`config.mk`:
```
export PLATFORM = sky130hd
export DESIGN_NAME = i2c_wr_master
export DESIGN_NICKNAME = d
export VERILOG_FILES = /design/src/rtl/i2c_pkg.sv /design/src/rtl/i2c_bit_timer.sv /design/src/rtl/i2c_wr_master.sv
export SDC_FILE = /design/constraint.sdc
export NUM_CORES = 1
export LEC_CHECK = 0
export CORE_AREA = 2 2 77 61
export DETAILED_ROUTE_END_ITERATION = 10
export DIE_AREA = 0 0 79 63
export PLACE_DENSITY = 0.74
export SKIP_CTS_REPAIR_TIMING = 1
export SYNTH_ARGS = -nofsm -noshare
export SYNTH_HDL_FRONTEND = slang
export SYNTH_SLANG_ARGS = --single-unit
export TNS_END_PERCENT = 30
```
`constraint.sdc`:
```
create_clock -name clk -period 2 [get_ports clk]
set_input_delay 0.3 -clock clk [delete_from_list [all_inputs] [get_ports clk]]
set_output_delay 0.3 -clock clk [all_outputs]
set_load 0.1 [all_outputs]
```
`src/rtl/i2c_pkg.sv`:
```
// Shared types and constants for the write-only I2C master.
package i2c_pkg;

  typedef enum logic [2:0] {
    StIdle,
    StStart,
    StBit,
    StAck,
    StStop,
    StDone
  } i2c_state_e;

  // R/W bit appended to the 7-bit address; this master only writes.
  localparam logic I2C_WR = 1'b0;

  // Address byte, register byte, data byte.
  localparam int unsigned NUM_BYTES = 3;

endpackage

```
`src/rtl/i2c_bit_timer.sv`:
```
// Per-bit phase counter; decodes the SCL level and the SDA update/sample points.
module i2c_bit_timer #(
  parameter int unsigned HALF_CYC = 5
) (
  input  logic clk,
  input  logic rst,
  input  logic i_clr,
  output logic o_scl_low,
  output logic o_sda_upd,
  output logic o_sda_smp,
  output logic o_bit_end
);

  localparam int unsigned PhW = $clog2(2 * HALF_CYC);
  localparam logic [PhW-1:0] PhHalf = PhW'(HALF_CYC);
  localparam logic [PhW-1:0] PhUpd  = PhW'(HALF_CYC / 2);
  localparam logic [PhW-1:0] PhSmp  = PhW'(HALF_CYC + HALF_CYC / 2);
  localparam logic [PhW-1:0] PhLast = PhW'(2 * HALF_CYC - 1);

  logic [PhW-1:0] r_ph;

  assign o_scl_low = (r_ph < PhHalf);
  assign o_sda_upd = (r_ph == PhUpd);
  assign o_sda_smp = (r_ph == PhSmp);
  assign o_bit_end = (r_ph == PhLast);

  // Phase counter: held at 0 while idle, wraps at the end of every bit period.
  always_ff @(posedge clk or negedge rst) begin
    if (!rst) begin
      r_ph <= '0;
    end else if (i_clr || o_bit_end) begin
      r_ph <= '0;
    end else begin
      r_ph <= r_ph + PhW'(1);
    end
  end

endmodule

```
`src/rtl/i2c_wr_master.sv`:
```
// Write-only I2C master: START, {dev_addr,W}, reg_addr, wdata, STOP on open-drain pads.
module i2c_wr_master
  import i2c_pkg::*;
#(
  parameter int unsigned HALF_CYC = 5
) (
  input  logic       clk,
  input  logic       rst,
  input  logic       start,
  input  logic [6:0] dev_addr,
  input  logic [7:0] reg_addr,
  input  logic [7:0] wdata,
  output logic       busy,
  output logic       done,
  output logic       ack_err,
  output logic       scl_oe,
  output logic       sda_oe,
  input  logic       sda_i
);

  i2c_state_e r_state, w_state_nxt;

  logic       r_sda_s1, r_sda_s2;
  logic       r_sda_oe, w_sda_oe_nxt;
  logic [2:0] r_bit, w_bit_nxt;
  logic [1:0] r_byte, w_byte_nxt;
  logic [6:0] r_dev;
  logic [7:0] r_reg, r_wdata;
  logic       r_ack_err, w_ack_err_nxt;
  logic       r_nack, w_nack_nxt;
  logic       w_latch;
  logic [7:0] w_cur_byte;
  logic       w_scl_low, w_sda_upd, w_sda_smp, w_bit_end;

  i2c_bit_timer #(
    .HALF_CYC (HALF_CYC)
  ) u_bit_timer (
    .clk       (clk),
    .rst       (rst),
    .i_clr     (r_state == StIdle),
    .o_scl_low (w_scl_low),
    .o_sda_upd (w_sda_upd),
    .o_sda_smp (w_sda_smp),
    .o_bit_end (w_bit_end)
  );

  // Select the byte currently being shifted out.
  always_comb begin
    unique case (r_byte)
      2'd0:    w_cur_byte = {r_dev, I2C_WR};
      2'd1:    w_cur_byte = r_reg;
      default: w_cur_byte = r_wdata;
    endcase
  end

  // Next-state and datapath next values.
  always_comb begin
    w_state_nxt   = r_state;
    w_sda_oe_nxt  = r_sda_oe;
    w_bit_nxt     = r_bit;
    w_byte_nxt    = r_byte;
    w_ack_err_nxt = r_ack_err;
    w_nack_nxt    = r_nack;
    w_latch       = 1'b0;
    unique case (r_state)
      StIdle: begin
        w_sda_oe_nxt = 1'b0;
        if (start) begin
          w_latch       = 1'b1;
          w_ack_err_nxt = 1'b0;
          w_state_nxt   = StStart;
        end
      end
      StStart: begin
        // SDA falls during the high half of SCL: the START condition.
        if (!w_scl_low) w_sda_oe_nxt = 1'b1;
        if (w_bit_end) begin
          w_state_nxt = StBit;
          w_byte_nxt  = 2'd0;
          w_bit_nxt   = 3'd7;
        end
      end
      StBit: begin
        if (w_sda_upd) w_sda_oe_nxt = ~w_cur_byte[r_bit];
        if (w_bit_end) begin
          if (r_bit == 3'd0) w_state_nxt = StAck;
          else               w_bit_nxt   = r_bit - 3'd1;
        end
      end
      StAck: begin
        if (w_sda_upd) w_sda_oe_nxt = 1'b0;
        if (w_sda_smp) begin
          w_nack_nxt = r_sda_s2;
          if (r_sda_s2) w_ack_err_nxt = 1'b1;
        end
        if (w_bit_end) begin
          if (r_nack || (r_byte == 2'(NUM_BYTES - 1))) begin
            w_state_nxt = StStop;
          end else begin
            w_state_nxt = StBit;
            w_byte_nxt  = r_byte + 2'd1;
            w_bit_nxt   = 3'd7;
          end
        end
      end
      StStop: begin
        // SDA low while SCL low, then rises after SCL is released: the STOP condition.
        if (w_sda_upd) w_sda_oe_nxt = 1'b1;
        if (w_sda_smp) w_sda_oe_nxt = 1'b0;
        if (w_bit_end) w_state_nxt = StDone;
      end
      StDone: begin
        w_sda_oe_nxt = 1'b0;
        w_state_nxt  = StIdle;
      end
      default: begin
        w_sda_oe_nxt = 1'b0;
        w_state_nxt  = StIdle;
      end
    endcase
  end

  // State register.
  always_ff @(posedge clk or negedge rst) begin
    if (!rst) r_state <= StIdle;
    else      r_state <= w_state_nxt;
  end

  // Two-flop synchroniser for the SDA pad; idles high like the bus.
  always_ff @(posedge clk or negedge rst) begin
    if (!rst) begin
      r_sda_s1 <= 1'b1;
      r_sda_s2 <= 1'b1;
    end else begin
      r_sda_s1 <= sda_i;
      r_sda_s2 <= r_sda_s1;
    end
  end

  // Datapath registers: SDA drive, bit/byte indices, latched request, ACK status.
  always_ff @(posedge clk or negedge rst) begin
    if (!rst) begin
      r_sda_oe  <= 1'b0;
      r_bit     <= 3'd0;
      r_byte    <= 2'd0;
      r_dev     <= 7'd0;
      r_reg     <= 8'd0;
      r_wdata   <= 8'd0;
      r_ack_err <= 1'b0;
      r_nack    <= 1'b0;
    end else begin
      r_sda_oe  <= w_sda_oe_nxt;
      r_bit     <= w_bit_nxt;
      r_byte    <= w_byte_nxt;
      r_ack_err <= w_ack_err_nxt;
      r_nack    <= w_nack_nxt;
      if (w_latch) begin
        r_dev   <= dev_addr;
        r_reg   <= reg_addr;
        r_wdata <= wdata;
        r_nack  <= 1'b0;
      end
    end
  end

  assign busy    = (r_state != StIdle) && (r_state != StDone);
  assign done    = (r_state == StDone);
  assign ack_err = r_ack_err;
  assign sda_oe  = r_sda_oe;
  assign scl_oe  = ((r_state == StBit) || (r_state == StAck) || (r_state == StStop)) && w_scl_low;

endmodule

```
Figure 1. Wiring by layer.
Only two layers are drawn.
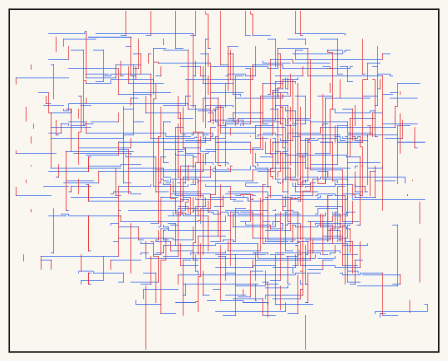
Key: red = met2 [wire length 1,880 um]; blue = met1 [wire length 2,110 um]
Total Routing Usage GR: 0.183
WL per Instance: 15.5 um
via count: 1,541
wirelength, routed: 4290 um

Figure 2. Layout detail.
Region (47, 3) to (72, 28) um. Cells in grey, sequential cells in the stronger grey; small squares are vias.
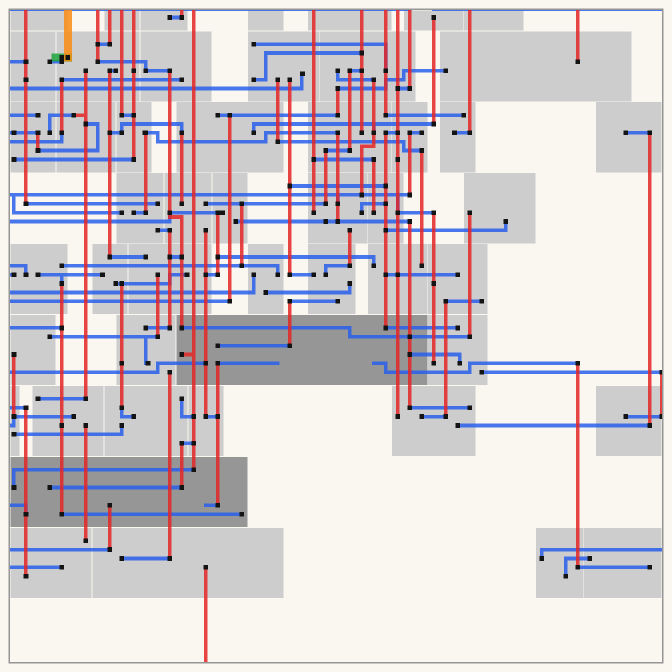
Key: orange = met4; blue = met1; red = met2; green = met3
Most frequent: nor2_1 (4), inv_1 (3), o21ai_0 (3). 38 logic cells have their middle in the window. Netlist names of flops here include r_state (1), u_bit_timer.r_ph (1). Sequential cells in the window: 2.

Figure 3. Supply network.
The bar under the picture is 20 um long. Pins as bars on the die edge. Tap cells in grey.
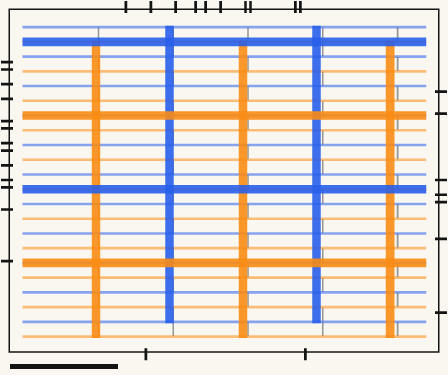
Key: blue = VDD; orange = VSS
5 straps on met4. 57 tap cells. 32 signal pins sit on the boundary. 4 straps on met5. 22 met1 rails follow the rows.

==> run_results.csv <==
group,metric,value,unit
routing,detail-route-antenna-nets,0,
worst_setup_path,worstReg2RegStart,"r_byte[0]",
worst_setup_path,critical_path_depth,7,
cells_and_area,buffer_area_frac,0.159,
logic_synthesis,syn_area,2050,sq um
worst_setup_path,slowest_delay,0.44,ns
sta,min_period_over_period,0.972,
logic_synthesis,yosys.area_share.aoi,0.147,
sta,setup_tns,0,ns
run_status,outcome,"finished, final reports clean",
logic_synthesis,yosys.area.top_type,"dfrtp_1",
worst_setup_path,worst-path-buf-inv,1,
die,fp.dieW,79,um
sta,clock_skew,0.00358,ns
placement,pre_cts_slack,-0.0410,ns
placement,port_buffers,31,
cells_and_area,drive_gt1_frac,0.273,
clock_tree,cts_tree,"built",
sta,period_minus_slack,1.94,ns
worst_setup_path,slowest_stage,"a2111o_1",
power,power-top-group,"sequential cells",
die,die_h,63,um
worst_setup_path,r2r_cells,7,
global_route,grt_pass1_wl,7110,um
power,pg_clk,694,uW
logic_synthesis,avgSynthCellArea,11.3,sq um
power,max-vdd-ir-drop,0.396,mV
power,power_switching,360,uW
power,power.internal,1.32,mW
clock_tree,clkLatencyLatePin,0.29,ns
die,fp_util,0.482,
global_route,top_usage_layer,"met1",
routing,wl_met2,1880,um
worst_setup_path,crit_start,"r_byte[0]",
cells_and_area,nMultiInputCombCells,123,
logic_synthesis,syn_inst,181,
clock_tree,path_clk_slew,0.08,ns
clock_tree,clock-sinks,40,
cells_and_area,nNetsFinal,255,
placement,post_dp_cell_area,2460,sq um
die,dieArea,4980,sq um
global_route,grt_overflow,0,
sta,fmax,514,MHz
Power is estimated from default activity; no workload was simulated.
